$ cat config.mk
export PLATFORM = sky130hd
export DESIGN_NAME = gb_bus_arbiter
export DESIGN_NICKNAME = d
export VERILOG_FILES = /design/src/rtl/gb_bus_arbiter.sv
export SDC_FILE = /design/constraint.sdc
export NUM_CORES = 1
export LEC_CHECK = 0
export ABC_CLOCK_PERIOD_IN_PS = 6200
export CAP_MARGIN = 20
export CORE_MARGIN = 8
export CORE_UTILIZATION = 45
export DETAILED_ROUTE_END_ITERATION = 10
export PLACE_DENSITY = 0.9
export SLEW_MARGIN = 20
export SYNTH_ARGS = -nofsm -noshare
export SYNTH_HDL_FRONTEND = slang
export SYNTH_SLANG_ARGS = --single-unit
$ cat constraint.sdc
create_clock -name clk -period 6.2 [get_ports clk]
set_input_delay 1.24 -clock clk [delete_from_list [all_inputs] [get_ports clk]]
set_output_delay 1.24 -clock clk [all_outputs]
set_load 0.01 [all_outputs]
$ cat src/rtl/gb_bus_arbiter.sv
// Bus arbiter between the CPU core and the system buses: M-cycle phase generator,
// CPU access routing (main bus / HRAM / FF46) and the OAM DMA engine.
module gb_bus_arbiter #(
  parameter int unsigned DMA_LEN      = 160,
  parameter logic [15:0] DMA_REG_ADDR = 16'hFF46
) (
  input  logic        clk,
  input  logic        rst_n,
  output logic [1:0]  t_phase,
  input  logic [2:0]  cpu_op,
  input  logic [15:0] cpu_addr,
  input  logic [7:0]  cpu_wdata,
  output logic [7:0]  cpu_rdata,
  output logic        cpu_rvalid,
  output logic [15:0] mem_addr,
  output logic        mem_rd,
  output logic        mem_wr,
  output logic [7:0]  mem_wdata,
  input  logic [7:0]  mem_rdata,
  output logic [6:0]  hram_addr,
  output logic        hram_rd,
  output logic        hram_we,
  output logic [7:0]  hram_wdata,
  input  logic [7:0]  hram_rdata,
  output logic        oam_we,
  output logic [7:0]  oam_addr,
  output logic [7:0]  oam_wdata,
  output logic        dma_active
);

  // state | meaning
  // IDLE  | no transfer in progress
  // SETUP | one M-cycle gap after an FF46 write; CPU still owns the main bus
  // RUN   | DMA reads {dma_reg, dma_idx} each M-cycle; CPU main-bus accesses blocked
  localparam logic [1:0] S_IDLE  = 2'd0;
  localparam logic [1:0] S_SETUP = 2'd1;
  localparam logic [1:0] S_RUN   = 2'd2;

  localparam logic [2:0] OP_IDLE  = 3'd0;
  localparam logic [2:0] OP_IF    = 3'd1;
  localparam logic [2:0] OP_IF_CB = 3'd2;
  localparam logic [2:0] OP_READ  = 3'd3;
  localparam logic [2:0] OP_WRITE = 3'd4;

  localparam logic [7:0] DMA_LAST = 8'(DMA_LEN - 1);

  logic [1:0] r_tphase;
  logic [1:0] r_state;
  logic [7:0] r_dma_reg;
  logic [7:0] r_dma_idx;
  logic [7:0] r_rdata;
  logic       r_rvalid;
  logic       r_oam_we;
  logic [7:0] r_oam_addr;
  logic [7:0] r_oam_wdata;

  logic       w_mend;
  logic       w_ph2;
  logic       w_run;
  logic       w_is_rd;
  logic       w_is_wr;
  logic       w_sel_reg;
  logic       w_sel_hram;
  logic       w_sel_main;
  logic       w_trig;
  logic [7:0] w_rd_src;

  assign w_mend     = (r_tphase == 2'd3);
  assign w_ph2      = (r_tphase == 2'd2);
  assign w_run      = (r_state == S_RUN);
  assign w_is_rd    = (cpu_op == OP_IF) || (cpu_op == OP_IF_CB) || (cpu_op == OP_READ);
  assign w_is_wr    = (cpu_op == OP_WRITE);
  assign w_sel_reg  = (cpu_addr == DMA_REG_ADDR);
  assign w_sel_hram = !w_sel_reg && (cpu_addr >= 16'hFF80) && (cpu_addr != 16'hFFFF);
  assign w_sel_main = !w_sel_reg && !w_sel_hram && !w_run;
  assign w_trig     = w_is_wr && w_sel_reg;

  // Blocked main-bus reads during RUN return open-bus 0xFF.
  always_comb begin
    w_rd_src = 8'hFF;
    if (w_sel_reg)
      w_rd_src = r_dma_reg;
    else if (w_sel_hram)
      w_rd_src = hram_rdata;
    else if (w_sel_main)
      w_rd_src = mem_rdata;
  end

  assign t_phase    = r_tphase;
  assign cpu_rdata  = r_rdata;
  assign cpu_rvalid = r_rvalid;
  assign dma_active = w_run;

  assign mem_addr   = w_run ? {r_dma_reg, r_dma_idx} : cpu_addr;
  assign mem_rd     = w_run || (w_sel_main && w_is_rd);
  assign mem_wr     = w_sel_main && w_is_wr && w_ph2;
  assign mem_wdata  = cpu_wdata;

  assign hram_addr  = cpu_addr[6:0];
  assign hram_rd    = w_sel_hram && w_is_rd;
  assign hram_we    = w_sel_hram && w_is_wr && w_ph2;
  assign hram_wdata = cpu_wdata;

  assign oam_we     = r_oam_we;
  assign oam_addr   = r_oam_addr;
  assign oam_wdata  = r_oam_wdata;

  always_ff @(posedge clk or negedge rst_n) begin
    if (!rst_n)
      r_tphase <= 2'd0;
    else
      r_tphase <= r_tphase + 2'd1;
  end

  always_ff @(posedge clk or negedge rst_n) begin
    if (!rst_n) begin
      r_rdata  <= 8'hFF;
      r_rvalid <= 1'b0;
    end else begin
      r_rvalid <= 1'b0;
      if (w_mend && w_is_rd) begin
        r_rdata  <= w_rd_src;
        r_rvalid <= 1'b1;
      end
    end
  end

  // A retrigger abandons the byte being read in that M-cycle; the previous byte's
  // OAM write was already launched at the preceding boundary.
  always_ff @(posedge clk or negedge rst_n) begin
    if (!rst_n) begin
      r_state     <= S_IDLE;
      r_dma_reg   <= 8'hFF;
      r_dma_idx   <= 8'd0;
      r_oam_we    <= 1'b0;
      r_oam_addr  <= 8'd0;
      r_oam_wdata <= 8'd0;
    end else begin
      r_oam_we <= 1'b0;
      if (w_mend) begin
        if (w_run && !w_trig) begin
          r_oam_we    <= 1'b1;
          r_oam_addr  <= r_dma_idx;
          r_oam_wdata <= mem_rdata;
        end
        if (w_trig) begin
          r_dma_reg <= cpu_wdata;
          r_state   <= S_SETUP;
          r_dma_idx <= 8'd0;
        end else begin
          case (r_state)
            S_SETUP: begin
              r_state   <= S_RUN;
              r_dma_idx <= 8'd0;
            end
            S_RUN: begin
              r_dma_idx <= r_dma_idx + 8'd1;
              if (r_dma_idx == DMA_LAST)
                r_state <= S_IDLE;
            end
            default: r_state <= S_IDLE;
          endcase
        end
      end
    end
  end

endmodule

Figure 1. Metal 3.
(4 px per um)
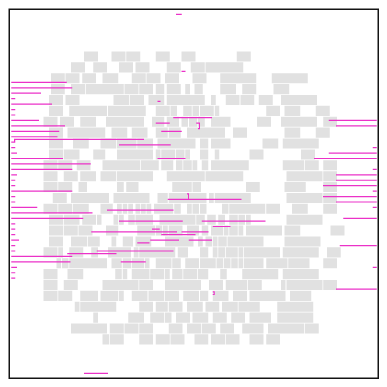
- main direction: horizontal
- nets with wire on the layer: 74
- longest straight run: 32.2 um

Figure 2. Routing congestion map.
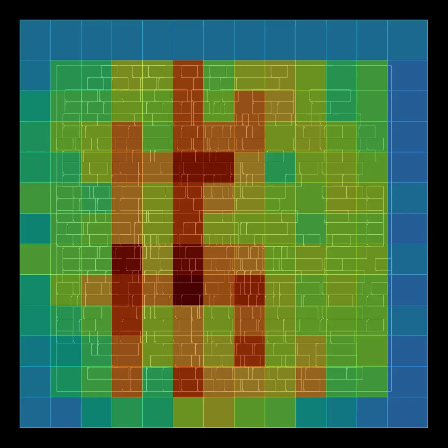
average wire length per cell after detail routing: 18.3 um
met3 layer usage reported by global route: 6.19%
GR met2 Demand/Resource: 28.3%
met1 capacity usage during global routing: 19.9%
global router's overall resource usage: 17.2%

Figure 3. The metal 2 layer.
(4 px per um)
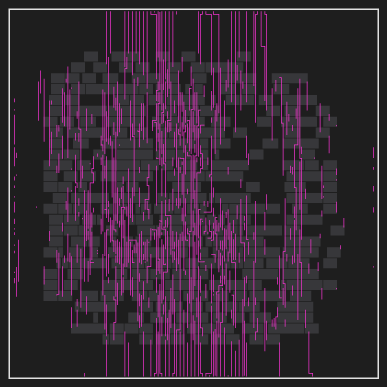
- wire length on this layer: 3570 um
- share of all routed wire: 49%
- main direction: vertical
- longest straight run: 30.1 um
- nets with wire on the layer: 336

==> out/results.md <==
| Metric | This run |
| --- | --- |
| ANT cells | 0 |
| Run status | finished, final reports clean |
| Most used cell, CP | sky130_fd_sc_hd__clkdlybuf4s50_1 |
| Clk_buf instances | 8 |
| Slowest-stage cell, CP | sky130_fd_sc_hd__o211ai_1 |
| MI comb area | 1160 sq um |
| Fmax | 189 MHz |
| Slack of the critical path | 902 ps |
| Highest-count logic cell in the final layout | sky130_fd_sc_hd__clkdlybuf4s50_1 |
| Clock Sinks | 46 |
| Die Ht | 91.9 um |
| CTS tree | built |
| Overall overflow remaining after global route | 0 |
| Required time worst endpoint | 4960 ps |
| AO/OA Area Share | 10.0% |
| Post-Route Skew | 9.61 ps |
| Period Utilization, post-route | 85.5% |
| Clock H-tree levels | 2 |
| Total CTS buffers | 5 |
| Fraction of registers with async set or reset after synthesis | 100% |
| CP cell instances | clkdlybuf4s50_1, or4_4, o21a_1, o211ai_1, a31o_2, clkdlybuf4s50_1 |
| Syn Area/Cell | 11.2 sq um |
| Largest net degree at the start of global routing | 47 |
| Portion of the layout cell area used by clock cells | 2.98% |
| Number of post-CTS setup repair buffers | 0 |
| Count of input and output buffers | 116 |
| Number of filler cells placed in the layout | 447 |
| Design internal power | 520 uW |
| I/O pin count | 117 |
| Most used cells in the layout excluding fill and tap cells | sky130_fd_sc_hd__clkdlybuf4s50_1, sky130_fd_sc_hd__mux2_2, sky130_fd_sc_hd__dfrtp_1 |
| Clock transition at the registers of the reported paths | 90 ps |
| Share of the synthesized area in the top cell type | 29.0% |
| Combinational Power Share | 21.0% |
| Relative slew slack | 34.4% |
| Area of the chip | 8440 sq um |
| Top_reg_cell synth | sky130_fd_sc_hd__dfrtp_1 |
| Met3 routed wirelength | 616 um |
| Flip-flop and latch count | 46 |
| Part of the total power dissipated in the clock network | 31.1% |
| Total of plain and repair buffers excluding clock buffers | 118 |
| Nets in the synthesized netlist | 281 |
| Largest power group | sequential cells |
| Number of global-route vias before repair | 2266 |
| Multi-input combinational area share | 31.0% |
| Initial antenna violation count | 0 |
| Fraction of power spent switching nets | 24.6% |
| Crit start category | primary input |
| Synthesized-area fraction occupied by and/or/nand/nor cells | 13.2% |
Power and IR drop assume default switching activity.
